==> src/rtl/decoder.sv <==
// LC-3-style instruction decoder with the N/Z/P condition-code register.
// Decode is purely combinational; only the CC register holds state.
module decoder (
    input  logic        clk,
    input  logic        reset,
    input  logic [15:0] instruction,
    input  logic [15:0] wb_data,
    output logic        negative,
    output logic        zero,
    output logic        positive,
    output logic        we_reg,
    output logic        branch,
    output logic [1:0]  alu_op,
    output logic [1:0]  ssel
);
    localparam logic [3:0] OP_BR  = 4'b0000;
    localparam logic [3:0] OP_ADD = 4'b0001;
    localparam logic [3:0] OP_AND = 4'b0101;
    localparam logic [3:0] OP_NOT = 4'b1001;
    localparam logic [3:0] OP_JMP = 4'b1100;
    localparam logic [3:0] OP_LEA = 4'b1110;

    localparam logic [1:0] ALU_ADD  = 2'b00;
    localparam logic [1:0] ALU_AND  = 2'b01;
    localparam logic [1:0] ALU_NOT  = 2'b10;
    localparam logic [1:0] ALU_PASS = 2'b11;

    localparam logic [1:0] SRC_SR2  = 2'b00;
    localparam logic [1:0] SRC_IMM5 = 2'b01;
    localparam logic [1:0] SRC_OFF9 = 2'b10;
    localparam logic [1:0] SRC_SR1  = 2'b11;

    logic [2:0] r_cc;          // {N, Z, P}, one-hot
    logic [3:0] w_opcode;
    logic       w_imm;
    logic [2:0] w_cc_next;

    assign w_opcode = instruction[15:12];
    assign w_imm    = instruction[5];

    always_comb begin
        we_reg = 1'b0;
        branch = 1'b0;
        alu_op = ALU_ADD;
        ssel   = SRC_SR2;
        case (w_opcode)
            OP_BR: begin
                ssel   = SRC_OFF9;
                branch = |(instruction[11:9] & r_cc);
            end
            OP_ADD: begin
                we_reg = 1'b1;
                ssel   = w_imm ? SRC_IMM5 : SRC_SR2;
            end
            OP_AND: begin
                we_reg = 1'b1;
                alu_op = ALU_AND;
                ssel   = w_imm ? SRC_IMM5 : SRC_SR2;
            end
            OP_NOT: begin
                // Register form inverts SR [8:6], routed through operand B.
                we_reg = 1'b1;
                alu_op = ALU_NOT;
                ssel   = w_imm ? SRC_IMM5 : SRC_SR1;
            end
            OP_JMP: begin
                branch = 1'b1;
                alu_op = ALU_PASS;
                ssel   = SRC_SR1;
            end
            OP_LEA: begin
                we_reg = 1'b1;
                alu_op = ALU_PASS;
                ssel   = SRC_OFF9;
            end
            default: ;
        endcase
    end

    assign w_cc_next = {wb_data[15],
                        (wb_data == 16'h0000),
                        (~wb_data[15] && (wb_data != 16'h0000))};

    always_ff @(posedge clk or posedge reset) begin
        if (reset)
            r_cc <= 3'b010;
        else if (we_reg)
            r_cc <= w_cc_next;
    end

    assign negative = r_cc[2];
    assign zero     = r_cc[1];
    assign positive = r_cc[0];
endmodule

==> config.mk <==
export PLATFORM = sky130hd
export DESIGN_NAME = decoder
export DESIGN_NICKNAME = d
export VERILOG_FILES = /design/src/rtl/decoder.sv
export SDC_FILE = /design/constraint.sdc
export NUM_CORES = 1
export LEC_CHECK = 0
export ABC_AREA = 1
export CAP_MARGIN = 20
export CORE_MARGIN = 2
export CORE_UTILIZATION = 23
export CTS_CLUSTER_DIAMETER = 50
export DETAILED_ROUTE_END_ITERATION = 12
export MAX_ROUTING_LAYER = met4
export PLACE_DENSITY = 0.78
export RECOVER_POWER = 50
export SLEW_MARGIN = 10
export SYNTH_ARGS = -nofsm -noshare
export SYNTH_HDL_FRONTEND = slang
export SYNTH_SLANG_ARGS = --single-unit
==> constraint.sdc <==
create_clock -name clk -period 1.47 [get_ports clk]
set_clock_uncertainty 0.2 [all_clocks]
set_input_delay 0.2205 -clock clk [delete_from_list [all_inputs] [get_ports clk]]
set_output_delay 0.2205 -clock clk [all_outputs]
set_load 0.01 [all_outputs]
### The metal 1 layer

Supply wires on this layer in gray.
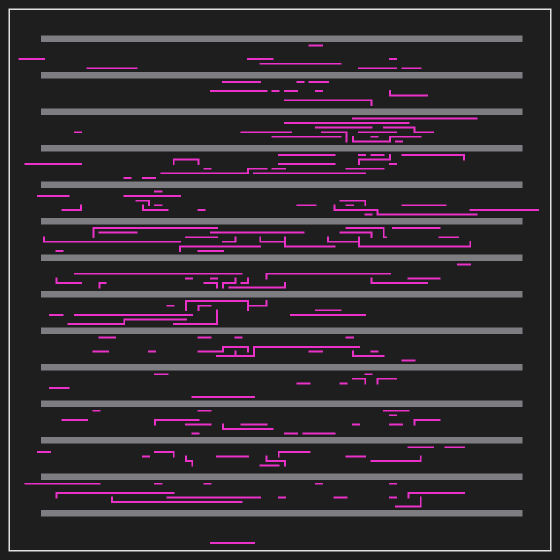
The wires run mostly horizontal. The layer holds 40% of the routed length. The longest straight run is 12.4 µm.
Via Count: 501
global-route track usage on met1: 18.8%
final WL: 1120 µm

### Pin map

Pins as bars across the die edge, other pins in gray.
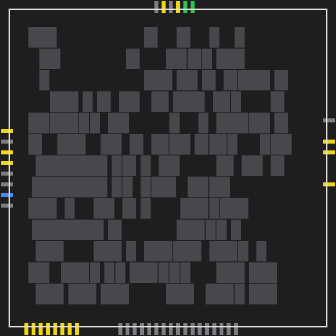
Green stands for ssel, pins 2, direction output, edge top. Yellow stands for instruction, pins 16, direction input, edge 8 bottom, 3 left, 3 right, 2 top. Blue stands for reset, pins 1, direction input, edge left.
All pins by edge: 25 bottom, 8 left, 6 top, 4 right.
Die Y: 40.2 µm
number of port buffers: 34
Die X: 40.2 µm

==> out/metrics.yaml <==
cts_root_buffer: "clkbuf_4"
ff_count: 3
route.met2.wl_um: 622
cts-resized-gates: 38
antenna_found_initial: 0
top_cell: "nand2_1"
regMostFlops: "r_cc"
setup_ws_ns: -0.0927
grt_overflow: 0
compound_area_share_pct: 11.6
power.group.top: "combinational logic"
postRouteAntennaNets: 0
area_dominant_class: "non-clock buffers"
drive_above_1_share_pct: 35.9
postLayoutCoreUtil_pct: 59.0
flop_area_um2: 76.3
buffers: 46
seq_power_share_pct: 22.6
synth_cell_types: 14
clk_pin_slew_worst_paths_ns: 0.04
final-comb-area_um2: 220
clk_share_pct: 3.51
antenna_cells: 0
synth-edff-count: 0
cts_setup_buffers: 0
cp_slowest_stage_delay_ns: 0.52
fin_setup_tns_ns: -0.0927
layout_top_cell: "clkdlybuf4s50_1"
reg2regPathDepth: 3
outcome: "finished with violations"
syn_avg_cell_area_um2: 5.69
violations: "setup timing"
yosys_area_um2: 302
netlist_logic_family_top: "simple AND/OR/NAND/NOR gates"
setup_viol: 1
met1_length_um: 451
grt_pass1_vias: 534
ys_sh_mux_pct: 0
ctsHoldBuffers: 1
startpoint: "r_cc[1]$_DFFE_PP1P_"
p_leak_nw: 0.375
combPwrFrac_pct: 44.1
ys_warn_count: 0
intPower_mw: 0.310
final_area_um2: 748
top_layer: "met3"
clkPwrFrac_pct: 33.3
met3_length_um: 47
adder_share_pct: 0
warnings: 36
dp.cells: 113
crit_path_max_fanout: 2
clockBufferDepth: 2
num_rows: 13
powerDensity_nw_per_um2: 575
drt_iter0_drc: 1
grt_util_all_layers_pct: 19.0
numCtsBuffers: 3
final_cells: 118
worst-path-buf-inv: 1
syn_area_um2: 302
cap_violations: 0
